Run 1, placement by cell class:
Bar = 20 um.
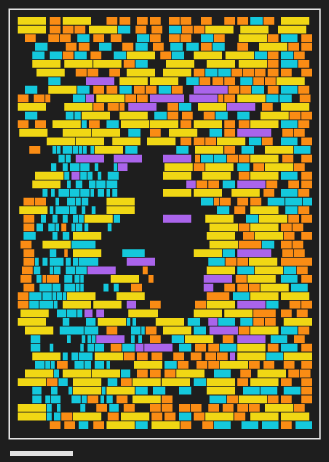
Run 1, register map, names as in the netlist:
Bar = 20 um. Other sequential cells in the stronger grey, the rest of the logic in the fainter grey.
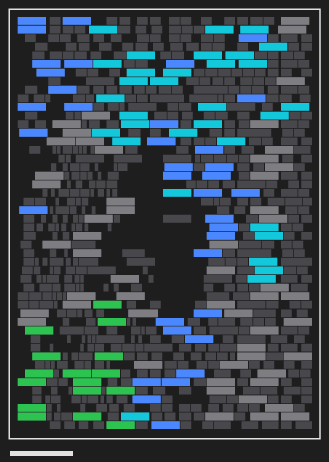
Run 1, wiring by layer:
Bar = 20 um. Two of the layers only.
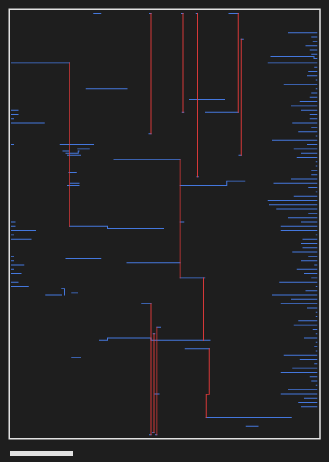
### config.mk
export PLATFORM = sky130hd
export DESIGN_NAME = jtag_axi_txn_ctrl
export DESIGN_NICKNAME = d
export VERILOG_FILES = /design/src/rtl/jtag_axi_pkg.sv /design/src/rtl/jtag_axi_txn_ctrl.sv
export SDC_FILE = /design/constraint.sdc
export NUM_CORES = 1
export LEC_CHECK = 0
export ABC_CLOCK_PERIOD_IN_PS = 8550
export CORE_ASPECT_RATIO = 1.4
export CORE_MARGIN = 2
export CORE_UTILIZATION = 47
export CTS_BUF_LIST = sky130_fd_sc_hd__clkbuf_4 sky130_fd_sc_hd__clkbuf_8 sky130_fd_sc_hd__clkbuf_16
export CTS_CLUSTER_DIAMETER = 30
export DETAILED_ROUTE_END_ITERATION = 16
export GPL_ROUTABILITY_DRIVEN = 0
export GPL_TIMING_DRIVEN = 0
export PLACE_DENSITY = 0.87
export SYNTH_ARGS = -nofsm -noshare
export SYNTH_HDL_FRONTEND = slang
export SYNTH_SLANG_ARGS = --single-unit
### constraint.sdc
create_clock -name clk -period 8.55 [get_ports clk]
set_input_delay 1.71 -clock clk [delete_from_list [all_inputs] [get_ports clk]]
set_output_delay 1.71 -clock clk [all_outputs]
set_load 0.05 [all_outputs]
### src/rtl/jtag_axi_pkg.sv
// Shared types and constants for the JTAG-to-AXI bridge request/response path.
package jtag_axi_pkg;

   localparam int unsigned JTAG_AXI_TIMEOUT_DEF = 4096;

   typedef logic [31:0] axi_addr_t;
   typedef logic [2:0]  axi_size_t;
   typedef logic [31:0] axi_data_t;

   typedef enum logic {
      AXI_TXN_READ  = 1'b0,
      AXI_TXN_WRITE = 1'b1
   } axi_txn_type_t;

   // Encodings 0..3 mirror AXI RESP so the response FIFO can carry BRESP/RRESP directly.
   typedef enum logic [2:0] {
      JTAG_AXI_OKAY    = 3'd0,
      JTAG_AXI_EXOKAY  = 3'd1,
      JTAG_AXI_SLVERR  = 3'd2,
      JTAG_AXI_DECERR  = 3'd3,
      JTAG_AXI_IDLE    = 3'd4,
      JTAG_AXI_RUNNING = 3'd5,
      JTAG_AXI_TIMEOUT = 3'd6
   } jtag_axi_status_t;

   typedef struct packed {
      axi_addr_t     addr;
      axi_size_t     size;
      axi_txn_type_t txn_type;
   } s_axi_afifo_to_axi_t;

   typedef struct packed {
      axi_data_t        data_rd;
      jtag_axi_status_t status;
   } s_axi_jtag_status_t;

endpackage

### src/rtl/jtag_axi_txn_ctrl.sv
// One-at-a-time JTAG request sequencer: push in cycle after accept (stalls while FIFOs full),
// wait for response or watchdog; responses of timed-out requests are drained and dropped.
module jtag_axi_txn_ctrl
   import jtag_axi_pkg::*;
#(
   parameter int unsigned AXI_TIMEOUT_CYCLES = JTAG_AXI_TIMEOUT_DEF,
   parameter int unsigned DROP_CNT_W         = 4
) (
   input  logic                clk,
   input  logic                ares,
   input  logic                req_valid_i,
   output logic                req_ready_o,
   input  logic                req_write_i,
   input  axi_addr_t           req_addr_i,
   input  axi_size_t           req_size_i,
   input  axi_data_t           req_data_i,
   input  logic                fifo_txn_full_i,
   output logic                fifo_txn_wr_en_o,
   output s_axi_afifo_to_axi_t fifo_txn_o,
   input  logic                fifo_wdata_full_i,
   output logic                fifo_wdata_wr_en_o,
   output axi_data_t           fifo_wdata_o,
   input  logic                fifo_resp_empty_i,
   input  s_axi_jtag_status_t  fifo_resp_i,
   output logic                fifo_resp_rd_en_o,
   output jtag_axi_status_t    status_o,
   output axi_data_t           rdata_o,
   output logic                busy_o,
   output logic                timeout_o,
   output logic [15:0]         txn_cnt_o
);

   localparam int unsigned TMR_W = (AXI_TIMEOUT_CYCLES > 1) ? $clog2(AXI_TIMEOUT_CYCLES) : 1;
   localparam logic [TMR_W-1:0] TMR_LAST = TMR_W'(AXI_TIMEOUT_CYCLES - 1);
   localparam bit TMO_EN = (AXI_TIMEOUT_CYCLES != 0);
   localparam logic [DROP_CNT_W-1:0] DROP_MAX = '1;

   typedef enum logic [1:0] {
      ST_IDLE,
      ST_ISSUE,
      ST_WAIT_RESP
   } state_t;

   state_t              state;
   state_t              state_nxt;
   s_axi_afifo_to_axi_t req_q;
   axi_data_t           req_data_q;
   logic [TMR_W-1:0]    timer;
   logic [DROP_CNT_W-1:0] drop_cnt;

   logic accept;
   logic issue_ok;
   logic discard;
   logic capture;
   logic tmo_fire;

   always_ff @(posedge clk or posedge ares) begin
      if (ares) begin
         state <= ST_IDLE;
      end else begin
         state <= state_nxt;
      end
   end

   always_comb begin
      state_nxt          = state;
      accept             = 1'b0;
      issue_ok           = 1'b0;
      capture            = 1'b0;
      tmo_fire           = 1'b0;
      req_ready_o        = 1'b0;
      // Stale responses belong to earlier timed-out requests and are always consumed first.
      discard            = (drop_cnt != '0) && !fifo_resp_empty_i;
      case (state)
         ST_IDLE: begin
            req_ready_o = (drop_cnt != DROP_MAX);
            if (req_valid_i && req_ready_o) begin
               accept    = 1'b1;
               state_nxt = ST_ISSUE;
            end
         end
         ST_ISSUE: begin
            issue_ok = !fifo_txn_full_i &&
                       ((req_q.txn_type == AXI_TXN_READ) || !fifo_wdata_full_i);
            if (issue_ok) begin
               state_nxt = ST_WAIT_RESP;
            end
         end
         ST_WAIT_RESP: begin
            capture  = (drop_cnt == '0) && !fifo_resp_empty_i;
            tmo_fire = TMO_EN && !capture && (timer == TMR_LAST);
            if (capture || tmo_fire) begin
               state_nxt = ST_IDLE;
            end
         end
         default: state_nxt = ST_IDLE;
      endcase
      fifo_txn_wr_en_o   = issue_ok;
      fifo_wdata_wr_en_o = issue_ok && (req_q.txn_type == AXI_TXN_WRITE);
      fifo_resp_rd_en_o  = discard || capture;
      busy_o             = (state != ST_IDLE);
   end

   assign fifo_txn_o   = req_q;
   assign fifo_wdata_o = req_data_q;

   always_ff @(posedge clk or posedge ares) begin
      if (ares) begin
         req_q      <= '0;
         req_data_q <= '0;
         timer      <= '0;
         status_o   <= JTAG_AXI_IDLE;
         rdata_o    <= '0;
         timeout_o  <= 1'b0;
         txn_cnt_o  <= '0;
      end else begin
         if (accept) begin
            req_q.addr     <= req_addr_i;
            req_q.size     <= req_size_i;
            req_q.txn_type <= req_write_i ? AXI_TXN_WRITE : AXI_TXN_READ;
            req_data_q     <= req_data_i;
            status_o       <= JTAG_AXI_RUNNING;
            timeout_o      <= 1'b0;
         end
         if (issue_ok) begin
            timer <= '0;
         end else if (state == ST_WAIT_RESP) begin
            timer <= timer + TMR_W'(1);
         end
         if (capture) begin
            status_o  <= fifo_resp_i.status;
            txn_cnt_o <= txn_cnt_o + 16'd1;
            if (req_q.txn_type == AXI_TXN_READ) begin
               rdata_o <= fifo_resp_i.data_rd;
            end
         end
         if (tmo_fire) begin
            status_o  <= JTAG_AXI_TIMEOUT;
            timeout_o <= 1'b1;
         end
      end
   end

   // A timeout and a discard in the same cycle cancel out.
   always_ff @(posedge clk or posedge ares) begin
      if (ares) begin
         drop_cnt <= '0;
      end else begin
         case ({tmo_fire, discard})
            2'b10: if (drop_cnt != DROP_MAX) drop_cnt <= drop_cnt + DROP_CNT_W'(1);
            2'b01: drop_cnt <= drop_cnt - DROP_CNT_W'(1);
            default: drop_cnt <= drop_cnt;
         endcase
      end
   end

endmodule

==> deck_impl_summary.md, run 1 <==
Synthesis and Place & Route Summary

Run status
  • Result of the run: finished, final reports clean

Cells and area
  • Layout cells sized above 1: between 20% and 30%
  • Design area: approximately 0.0090 mm2
  • Number of antenna repair diodes: 0
  • Area delta synth->final: 54.9%
  • Fin nets: about 770
  • Filler cell count in the final layout: 789

CTS
  • # resized after CTS: 0
  • Cts hold-fix bufs: 0
  • Clock slew at reported path FFs: roughly 0.060 ns
  • Clock sink total: 138
  • Number of buffers inserted by post-CTS setup repair: 0
  • Number of buffers on the longest clock path: 2
  • CTS H-tree lvls: 4
  • Worst-skew pair later-pin latency: 0.41 ns
  • TritonCTS clock tree: yes

Setup path
  • Crit Reg-Reg Endpoint: drop_cnt[2]
  • Setup slack of the worst register-to-register path: 5.99 ns
  • Startpoint kind of the worst setup timing path: primary input
  • Data arrival time of the worst path: 3.61 ns
  • Worst Reg2Reg Path Length in Cells: 9
  • Critical Path Sink: fifo_txn_wr_en_o
  • Critical-path maximum fanout: 6
  • Most prevalent standard cell on the critical path: clkdlybuf4s50_1
  • Crit-path max cell delay: approximately 0.83 ns
  • Cells traversed along the worst timing path: clkdlybuf4s50_1 -> a21oi_1 -> nand2_1 -> inv_1 -> clkdlybuf4s50_1
  • Worst setup EP type: output port
  • Worst setup path category: in2out

GRT
  • Routing usage on met1: 26.8%
  • Most utilized layer in the global route result: met2
  • Met3 routing resource usage after global routing: 6.81%
  • Antenna violations before repair: 0
  • Gr ovfl total: 0
  • First-pass GRT wire length: 24,300 um
  • Grt met2 use: a little over two fifths
  • Maximum number of pins on one net before global-route repair: 78
  • Via count of the first global-routing pass: 4,528

Logic synthesis
  • XOR/XNOR Fraction of Synth Area: around 3.2%
  • Post-synthesis instance total: 403
  • Yosys top cell area share: 59.2%
  • Synth Area per Inst: 14.4 um2
  • Area of the mapped netlist: between 0.005 and 0.006 mm2
  • Top post-synthesis cells by area: dfrtp_1 59%, mux2_2 10%, mux2_4 7.8%, mux2_1 3.5%, xnor2_1 1.8%
  • Synth mux share: 22.3%
  • Simple-gate share of the synthesized area: a little under a tenth
  • Distinct cells, synth: 45
  • Number of cells in the yosys synthesis report: 403
  • Largest area contributor in the synthesized netlist: dfrtp_1
  • Chip area line of the yosys report: 0.00580 mm2
  • Number of synthesized register bits: 138
  • Warnings from Yosys: 0
  • Main logic family after synthesis: multiplexers
  • Net count after synthesis: ~520

Power and ir drop
  • Int Power: roughly 2.1 mW
  • Net switching power figure: 1.62 mW
  • Pwr top: combinational cells
  • Comb power frac: 50.3%
  • P_leak: between 3 and 4 nW
  • Portion of total power attributed to sequential cells: 28.6%
  • Power per standard cell area: around 410 mW/mm2
  • Flop+latch power: ~1.1 mW
  • Clock power frac: 21.1%

Floorplanning
  • Number of I/O pins: 234
  • Width of the chip: ~100 um
  • Effective utilization at floorplan: between 40% and 50%
  • Die Y-Extent: 135 um
  • Core area: 0.0122 mm2

Detailed routing
  • Total met2 wirelength after detailed routing: 8510 um
  • Drt drc: 0
  • Per-cell via count in the routed design: between 5 and 6
  • Post-Route M1 WL: 5810 um
  • Uppermost signal routing layer after detailed routing: met4
  • First DRT Iteration DRCs: around 120

Timing
  • Final setup fails: 0
  • Hold violation total from the final report: 0
  • Post-route minimum period: 5.32 ns
  • Final clock skew: approximately 0.0070 ns
  • Unrepaired setup endpoints after global routing: false
  • Transition time of the tightest slew-check pin: 0.596 ns

Place
  • Detailed Place HPWL: 11,300 um
  • Buffers on Ports: about 230
  • Total cell area at the placement stage: 0.00835 mm2

Run
  • Log Warnings: 27

Min path
  • Worst Hold Endpoint: timer[11]
  • HP Start: timer[11]
## Picture notes: 'placement by cell class'
legend:
  cyan:
    class: all other logic
    cells: 251
    share_of_their_area: 25%
  purple:
    class: clock drivers and dummy loads
    cells: 32
    share_of_their_area: 7.2%
  orange:
    class: other buffers and delay cells
    cells: 248
    share_of_their_area: 28%
  yellow:
    class: flip-flops
    cells: 138
    share_of_their_area: 39%
Seq area share: 38.5%
floorplan row count: 48
final core utilization: 73.7%

## Picture notes: 'register map, names as in the netlist'
legend:
  green:
    signal: txn_cnt_o
    flops: 16
    where: bottom left
  blue:
    signal: fifo_txn_o
    flops: 36
    where: spread over the die
  cyan:
    signal: fifo_wdata_o
    flops: 32

## Picture notes: 'wiring by layer'
legend:
  blue:
    layer: met3
    wire_length: 794 um
  red:
    layer: met4
    wire_length: 427 um
Global Route Usage Sum: 23.9%
Routed Wire Length: 15,500 um
total number of vias: 4,238
post-DR wirelength/cell: 19.0 um

[run 1: placed cells by master (no fill, tap or decap), types with 3 or more instances in the layout]
cell type	count
clkdlybuf4s50_1	233
nand4_1	8
clkbuf_16	17
a21oi_1	5
mux2_1	18
mux2_2	54
clkinvlp_4	3
xnor2_1	12
dfrtp_1	137
mux2_4	30
buf_2	8
and3_1	3
ha_1	3
nand3_1	11
nor3_1	6
bufinv_16	4
o21ai_0	9
buf_12	3
inv_1	9
nand2_1	26
xor2_1	9
nand2b_1	3
nor2_1	10
mux2i_1	3
inv_6	5
[run 1: final cells by class]
type	count	area, um2	area share [%]
Multi-Input combinational cell	241	2180	24.3
Tap cell	150	188	2.09
Clock inverter	13	191	2.13
Buffer	14	119	1.32
Sequential cell	138	3450	38.5
Inverter	10	42.5	0.474
Clock buffer	19	440	4.90
Timing Repair Buffer	234	2360	26.3
[run 1: metrics by stage]
stage / power (mW) / instances / hold WS [ns] / utilization [%] / setup WS (ns)
after CTS: 3.75 / 819 / 0.454 / 73.7 / 3.23
after floorplan: 2.28 / 403 / 0.424 / - / 3.15
after detailed placement: 2.94 / 787 / 0.446 / 68.5 / 3.24
final: 3.72 / 819 / 0.455 / 73.7 / 3.23
after global placement: 2.88 / 786 / 0.442 / 68.2 / 1.50
after global routing: 3.86 / 819 / 0.470 / 73.7 / 3.10
[run 1: logic make-up after synthesis]
family / count (synthesis)
fa+ha+maj: 3
flops: 138
compound gates: 24
buf+inv: 24
simple gates: 88
mux: 105
xor+xnor: 21
[run 1: worst max-delay path, delay by kind of cell]
kind	cells	cell delay, ns
buffers and inverters	3	1.43
AOI/OAI and AO/OA	1	0.23
and+or+nand+nor	1	0.22
[run 1: Yosys cell counts]
| master | count |
|---|---|
| nand3_1 | 11 |
| and4bb_1 | 1 |
| o41ai_1 | 1 |
| inv_1 | 10 |
| mux2_2 | 54 |
| o21ai_1 | 2 |
| o221a_1 | 1 |
| and2_1 | 2 |
| mux2i_1 | 3 |
| buf_2 | 8 |
| nor4_1 | 1 |
| nor2b_1 | 2 |
| dfrtp_1 | 137 |
| buf_6 | 1 |
| o31a_1 | 1 |
| nor3_1 | 6 |
| xnor2_1 | 12 |
| nand3b_1 | 2 |
| xor2_1 | 9 |
| nor3_2 | 1 |
| ha_1 | 3 |
| o22ai_1 | 1 |
| nor2_1 | 10 |
| nand4_2 | 1 |
| or4_1 | 2 |
| and4b_1 | 1 |
| nor2_8 | 1 |
| nand3_4 | 1 |
| a41oi_1 | 2 |
| mux2_1 | 18 |
| nand4b_1 | 1 |
| a31oi_1 | 2 |
| nand2_1 | 26 |
| dfstp_2 | 1 |
| buf_12 | 3 |
| nand4_1 | 8 |
| and3_1 | 3 |
| nor4_4 | 2 |
| nand2b_1 | 3 |
| clkbuf_1 | 2 |
| a21oi_1 | 5 |
| or2_2 | 1 |
| o21ai_0 | 9 |
| and4_1 | 2 |
| mux2_4 | 30 |
[run 1: registers in the layout (all words and copies together) (netlist names)]
name	count
drop_cnt	4
fifo_txn_o	36
fifo_wdata_o	32
rdata_o	32
state	2
status_o	3
timeout_o	1
timer	12
txn_cnt_o	16
Run 1, selected gate families:
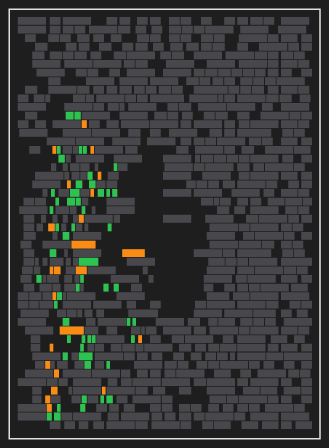

==> inputs of run 2 (changes only) <==
- ABC_CLOCK_PERIOD_IN_PS: 8550 -> 4990
- CORE_UTILIZATION: 47 -> 43
- PLACE_DENSITY: 0.87 -> 0.81
- clock period: 8.55 -> 4.99 ns (I/O delays scaled with it)
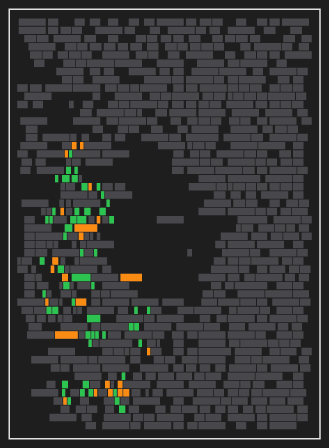
Run 2: selected gate families
legend:
  orange:
    family: NOR gates
    cells: 23
  green:
    family: NAND gates
    cells: 53
most instantiated logic cell after routing: clkdlybuf4s50_1
final cell count without fillers: 851
share of the final layout cell area in multi-input gates: 24.2%

==> deck_impl_summary.md, run 2 <==
Synthesis and Place & Route Summary

Detailed routing
  • Routed Wire Length: 15,000 um (was 15,500 um)
  • Post-route ant nets: 0 (unchanged)
  • Post-DR wirelength/cell: 17.7 um (was 19.0 um)
  • Per-cell via count in the routed design: 4.93 (was 5.17)
  • Total number of vias: 4,199 (was 4,238)
  • Drt drc: 0 (unchanged)

Place
  • Setup slack at placement: 1.03 ns (was 3.24 ns)
  • Detailed Place HPWL: 11,200 um (was 11,300 um)
  • Buffers on Ports: 233 (unchanged)

Cells and area
  • Area delta synth->final: 56.0% (was 54.9%)
  • Layout cells sized above 1: 20.6% (unchanged)
  • Number of antenna repair diodes: 0 (unchanged)
  • Top library cells by usage in the layout, fill and taps aside: 233 x clkdlybuf4s50_1, 137 x dfrtp_1, 54 x mux2_2 (unchanged)
  • Max reg flops: 36 (unchanged)
  • Fin nets: 768 (unchanged)

Logic synthesis
  • Post-synthesis instance total: 403 (unchanged)
  • Leading cell type by number of instances after synthesis: dfrtp_1 (unchanged)
  • Top post-synthesis cells by area: dfrtp_1 59%, mux2_2 10%, mux2_4 7.8%, mux2_1 3.5%, xnor2_1 1.8% (unchanged)
  • Distinct cells, synth: 45 (unchanged)
  • Chip area line of the yosys report: 0.00580 mm2 (unchanged)
  • Leading post-synthesis cells by instance count: 137 x dfrtp_1, 54 x mux2_2, 30 x mux2_4 (unchanged)
  • Primary flip-flop cell chosen by synthesis mapping: dfrtp_1 (unchanged)
  • Warnings from Yosys: 0 (unchanged)
  • Yosys top cell area share: 59.2% (unchanged)
  • Largest area contributor in the synthesized netlist: dfrtp_1 (unchanged)
  • Post-synth EDFFs: 0 (unchanged)
  • Synth Area per Inst: 14.4 um2 (unchanged)
  • Proportion of register bits with asynchronous set or reset after synthesis: 100% (unchanged)
  • Area of the mapped netlist: 0.00580 mm2 (unchanged)
  • Net count after synthesis: 515 (unchanged)
  • Number of cells in the yosys synthesis report: 403 (unchanged)

CTS
  • Number of buffers inserted by post-CTS setup repair: 0 (unchanged)
  • Number of buffers on the longest clock path: 2 (unchanged)
  • TritonCTS clock tree: yes (unchanged)
  • # resized after CTS: 0 (unchanged)
  • CTS H-tree lvls: 4 (unchanged)
  • Clock slew at reported path FFs: 0.06 ns (about the same)
  • Worst-skew pair later-pin latency: 0.42 ns (was 0.41 ns)
  • Clock sink total: 138 (unchanged)
  • Cts hold-fix bufs: 0 (unchanged)

Floorplanning
  • Die Y-Extent: 141 um (was 135 um)
  • Width of the chip: 102 um (was 97.9 um)
  • Number of I/O pins: 234 (unchanged)
  • Floorplan row count: 50 (was 48)
  • Core area: 0.0133 mm2 (was 0.0122 mm2)
  • Effective utilization at floorplan: 43.7% (was 47.5%)

Timing
  • Post-route minimum period: 3.95 ns
  • Transition time of the tightest slew-check pin: 0.599 ns (was 0.596 ns)
  • Hold violation total from the final report: 0 (unchanged)
  • Final setup fails: 0 (unchanged)
  • Unrepaired setup endpoints after global routing: false (unchanged)
  • Final critical-path setup slack: 1.04 ns (was 3.23 ns)

Power and ir drop
  • Int Power: 3.65 mW (was 2.10 mW)
  • Net switching power figure: 2.75 mW (was 1.62 mW)
  • P_leak: 3.93 nW (was 3.91 nW)
  • Comb power frac: 49.8% (was 50.3%)
  • Portion of total power attributed to sequential cells: 28.4% (was 28.6%)
  • Clock power frac: 21.8% (was 21.1%)
  • Power per standard cell area: 707 mW/mm2 (was 414 mW/mm2)
  • Largest vdd supply drop: 391 uV (was 291 uV)
  • Total Power Consumption: 6.40 mW (was 3.72 mW)

GRT
  • Via count of the first global-routing pass: 4,380 (was 4,528)
  • Global Route Usage Sum: 21.2% (was 23.9%)
  • First-pass GRT wire length: 23,200 um (was 24,300 um)
  • Maximum number of pins on one net before global-route repair: 84 (was 78)
  • Antenna violations before repair: 0 (unchanged)
  • Gr ovfl total: 0 (unchanged)

Run status
  • Result of the run: finished, final reports clean (unchanged)

Setup path
  • Worst setup EP type: output port (unchanged)
  • Startpoint kind of the worst setup timing path: primary input (unchanged)
  • Data arrival time of the worst path: 2.95 ns (was 3.61 ns)
  • Worst reg2reg path startpoint: timer[0] (unchanged)
  • Worst setup path category: in2out (unchanged)
  • Crit Reg-Reg Endpoint: drop_cnt[2] (unchanged)
  • Worst Reg2Reg Path Length in Cells: 9 (unchanged)
  • Setup slack of the worst register-to-register path: 2.35 ns (was 5.99 ns)
  • Critical-path maximum fanout: 6 (unchanged)

Run
  • Log Warnings: 26 (was 27)
  • Max_cap viols: 0 (unchanged)

Min path
  • HP Start: timeout_o (was timer[11])
## run 2: worst max-delay path by stage
stage | start | end | slack (ns)
after floorplan | ares | drop_cnt[0] | 0.30
after global placement | ares | txn_cnt_o[7] | -1.43
after detailed placement | fifo_wdata_full_i | fifo_txn_wr_en_o | 1.03
after CTS | fifo_wdata_full_i | fifo_txn_wr_en_o | 1.02
after global routing | fifo_wdata_full_i | fifo_txn_wr_en_o | 0.92
final | fifo_wdata_full_i | fifo_txn_wr_en_o | 1.04
## run 2: layout make-up
class                           count  area [um2]
Buffer                             14         119
Clock buffer                       19         440
Clock inverter                     13         215
Fill cell                         939        4220
Inverter                           10        42.5
Multi-Input combinational cell    241        2180
Sequential cell                   138        3450
Tap cell                          182         228
Timing Repair Buffer              234        2360
## run 2: power by group through the flow
stage | logic, mW | registers (mW) | clock network (mW)
6_report | 3.19 | 1.81 | 1.40
3_3_place_gp | 3.16 | 1.80 | 0
4_1_cts | 3.22 | 1.82 | 1.42
3_5_place_dp | 3.20 | 1.84 | 0
5_1_grt | 3.32 | 1.87 | 1.47
2_1_floorplan | 0.744 | 3.16 | 0
## run 2: cells by family after synthesis
| group | after synthesis | share of synthesized area (%) |
|---|---|---|
| DFF | 138 | 59.6 |
| muxes | 105 | 22.3 |
| and+or+nand+nor | 88 | 9.09 |
| AOI/OAI and AO/OA | 24 | 2.50 |
| buffers and inverters | 24 | 2.70 |
| xor gates and xnor gates | 21 | 3.17 |
| adders and majority gates | 3 | 0.648 |
## run 2: through the flow
step,setup TNS [ns],cell area [um2],cells
after floorplan,0,5800,403
after global placement,-195.27,8360,818
after detailed placement,0,8390,819
after CTS,0,9040,851
after global routing,0,9040,851
final,0,9040,851
## run 2: worst max-delay path, cell delays in order
cell and delay, ns:
clkdlybuf4s50_1 0.41, a21oi_1 0.26, nand2_1 0.23, inv_1 0.21, clkdlybuf4s50_1 0.84
## run 2: metal layers
| metal | up-vias | track usage (%) | wire length, um |
|---|---|---|---|
| met1 | 2070 | 23.1 | 5570 |
| met3 | 34 | 5.57 | 854 |
| met4 | 0 | 10.2 | 512 |
| met2 | 157 | 37.7 | 8100 |
| li1 | 1938 | - | - |
| met5 | - | 0 | 0 |
Run 2, track usage over the die:
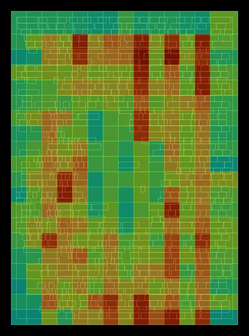

==> inputs of run 3 (changes only) <==
- ABC_CLOCK_PERIOD_IN_PS: 4990 -> 3900
- clock period: 4.99 -> 3.9 ns (I/O delays scaled with it)
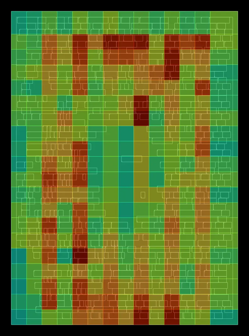
Run 3: track usage over the die
final core utilization: 68.0%
met3 routing resource usage after global routing: 4.29%
post-DR wirelength/cell: 17.7 um

==> deck_impl_summary.md, run 3 <==
Synthesis and Place & Route Summary

CTS
  • Number of buffers inserted by post-CTS setup repair: 0 (unchanged)
  • Worst-skew pair later-pin latency: 0.41 ns (was 0.42 ns)
  • Number of buffers on the longest clock path: 2 (unchanged)
  • # resized after CTS: 0 (unchanged)
  • Clock sink total: 138 (unchanged)
  • Cts hold-fix bufs: 0 (unchanged)
  • TritonCTS clock tree: yes (unchanged)
  • Clock slew at reported path FFs: 0.06 ns (about the same)

Logic synthesis
  • Leading cell type by number of instances after synthesis: dfrtp_1 (unchanged)
  • Top post-synthesis cells by area: dfrtp_1 59%, mux2_2 10%, mux2_4 7.8%, mux2_1 3.5%, xnor2_1 1.8% (unchanged)
  • Proportion of register bits with asynchronous set or reset after synthesis: 100% (unchanged)
  • Largest area contributor in the synthesized netlist: dfrtp_1 (unchanged)
  • Number of cells in the yosys synthesis report: 403 (unchanged)
  • Chip area line of the yosys report: 0.00580 mm2 (unchanged)
  • Warnings from Yosys: 0 (unchanged)
  • Number of synthesized register bits: 138 (unchanged)
  • Post-synth EDFFs: 0 (unchanged)
  • Leading post-synthesis cells by instance count: 137 x dfrtp_1, 54 x mux2_2, 30 x mux2_4 (unchanged)
  • Distinct cells, synth: 45 (unchanged)
  • Primary flip-flop cell chosen by synthesis mapping: dfrtp_1 (unchanged)
  • Yosys top cell area share: 59.2% (unchanged)
  • Net count after synthesis: 515 (unchanged)

Setup path
  • Worst Reg2Reg Path Length in Cells: 9 (unchanged)
  • Data arrival time of the worst path: 2.72 ns (was 2.95 ns)
  • Cells traversed along the worst timing path: clkdlybuf4s50_1 -> a21oi_1 -> nand2_1 -> inv_1 -> clkdlybuf4s50_1 (unchanged)
  • Most prevalent standard cell on the critical path: clkdlybuf4s50_1 (unchanged)
  • Setup slack of the worst register-to-register path: 1.34 ns (was 2.35 ns)
  • Cell family contributing the most delay on the critical path: buffers and inverters (unchanged)
  • Worst setup EP type: output port (unchanged)
  • Worst setup path category: in2out (unchanged)
  • Critical-path top delay cell: clkdlybuf4s50_1 (unchanged)
  • Startpoint kind of the worst setup timing path: primary input (unchanged)
  • Worst reg2reg path startpoint: timer[0] (unchanged)
  • Crit Reg-Reg Endpoint: drop_cnt[2] (unchanged)
  • Buffers and inverters on the worst path: 3 (unchanged)

Detailed routing
  • Total met3 wirelength after detailed routing: 746 um (was 854 um)
  • Post-Route M1 WL: 5380 um (was 5570 um)
  • Post-route ant nets: 0 (unchanged)
  • Uppermost signal routing layer after detailed routing: met4 (unchanged)
  • Drt drc: 0 (unchanged)
  • Total met2 wirelength after detailed routing: 8320 um (was 8100 um)
  • Total number of vias: 4,273 (was 4,199)
  • First DRT Iteration DRCs: 109 (was 83)
  • Per-cell via count in the routed design: 5.01 (was 4.93)
  • Routed Wire Length: 15,100 um (was 15,000 um)

GRT
  • Global Route Usage Sum: 21.3% (was 21.2%)
  • Gr ovfl total: 0 (unchanged)
  • Maximum number of pins on one net before global-route repair: 41 (was 84)
  • Via count of the first global-routing pass: 4,620 (was 4,380)
  • Antenna violations before repair: 0 (unchanged)

Min path
  • Worst Hold Endpoint: timer[11] (was timeout_o)
  • HP Start: timer[11] (was timeout_o)

Timing
  • Post-route minimum period: about 3.5 ns
  • Final sum of negative setup slack: 0 ns (unchanged)
  • Hold violation total from the final report: 0 (unchanged)
  • Hold Slack: 0.463 ns (was 0.472 ns)
  • Final setup fails: 0 (unchanged)
  • Transition time of the tightest slew-check pin: 0.657 ns (was 0.599 ns)
  • Final clock skew: 0.0143 ns (was 0.00894 ns)
  • Unrepaired setup endpoints after global routing: false (unchanged)

Run
  • Log Warnings: 26 (unchanged)
  • Max_cap viols: 0 (unchanged)

Cells and area
  • Layout cells sized above 1: 20.9% (was 20.6%)
  • Number of antenna repair diodes: 0 (unchanged)
  • Max reg flops: 36 (unchanged)
  • Final cell count without fillers: 853 (was 851)
  • Top library cells by usage in the layout, fill and taps aside: 233 x clkdlybuf4s50_1, 137 x dfrtp_1, 54 x mux2_2 (unchanged)
  • Combinational gate area: 0.00218 mm2 (unchanged)
  • Sequential cell area: 0.00345 mm2 (unchanged)
  • Area delta synth->final: 55.5% (was 56.0%)
  • Most instantiated logic cell after routing: clkdlybuf4s50_1 (unchanged)

Floorplanning
  • Effective utilization at floorplan: 43.7% (unchanged)
  • Floorplan row count: 50 (unchanged)
  • Number of I/O pins: 234 (unchanged)
  • Width of the chip: 102 um (unchanged)
  • Core area: 0.0133 mm2 (unchanged)
  • Die Y-Extent: 141 um (unchanged)

Run status
  • Result of the run: finished, final reports clean (unchanged)

Place
  • Detailed Place HPWL: 11,400 um (was 11,200 um)
  • Buffers on Ports: 233 (unchanged)
  • Count of placed standard cells including taps: 821 (was 819)

Power and ir drop
  • Power per standard cell area: 889 mW/mm2 (was 707 mW/mm2)
  • Largest vdd supply drop: 466 uV (was 391 uV)
  • P_leak: 3.91 nW (was 3.93 nW)
==> run 3: cell count changes in the layout (fill, tap and decap cells not counted) <==
cell,change
buf_12,+3
buf_16,-1
bufinv_16,-3
clkbuf_8,+1
clkinvlp_4,+3
inv_6,-1
==> run 3: cells by family after synthesis <==
group,count (synthesis),synth area share [%]
adders and majority gates,3,0.648
xor gates and xnor gates,21,3.17
DFF,138,59.6
muxes,105,22.3
buffers and inverters,24,2.70
and+or+nand+nor,88,9.09
AOI/OAI and AO/OA,24,2.50
==> run 3: layout make-up <==
type                            instances  share of cell area [%]
Timing Repair Buffer                  236                    26.5
Buffer                                 14                    1.32
Sequential cell                       138                    38.3
Clock inverter                         12                    1.55
Clock buffer                           20                    5.04
Multi-Input combinational cell        241                    24.2
Inverter                               10                   0.458
Tap cell                              182                    2.53
==> run 3: where the power goes <==
part	switching (mW)	internal, mW
clock	0.626	0.980
combinational	2.55	1.54
sequential	0.337	1.98
total	3.51	4.50
==> run 3: how the worst max path moves through the flow <==
stage / from / to / slack, ns / depth (start not counted)
final: fifo_wdata_full_i / fifo_txn_wr_en_o / 0.40 / 5
after global routing: fifo_txn_full_i / fifo_txn_wr_en_o / 0.32 / 5
after CTS: fifo_wdata_full_i / fifo_txn_wr_en_o / 0.43 / 5
after detailed placement: fifo_wdata_full_i / fifo_txn_wr_en_o / 0.45 / 5
after global placement: ares / rdata_o[12] / 0.26 / 2
after floorplan: fifo_resp_empty_i / fifo_resp_rd_en_o / 1.37 / 2
==> run 3: stage by stage <==
step	power, mW	instance area, um2	util (%)	setup slack, ns
2_1_floorplan	4.99	5800	-	1.37
3_3_place_gp	6.34	8360	63.0	0.256
3_5_place_dp	6.44	8420	63.5	0.445
4_1_cts	8.08	9010	68.0	0.426
5_1_grt	8.33	9010	68.0	0.317
6_report	8.01	9010	68.0	0.401
==> run 3: metal layers <==
metal | vias up | track usage [%]
met5 | - | 0
met4 | 0 | 11.9
met3 | 47 | 4.29
met2 | 155 | 38.6
met1 | 2134 | 22.7
li1 | 1937 | -
Power is estimated from default activity; no workload was simulated.
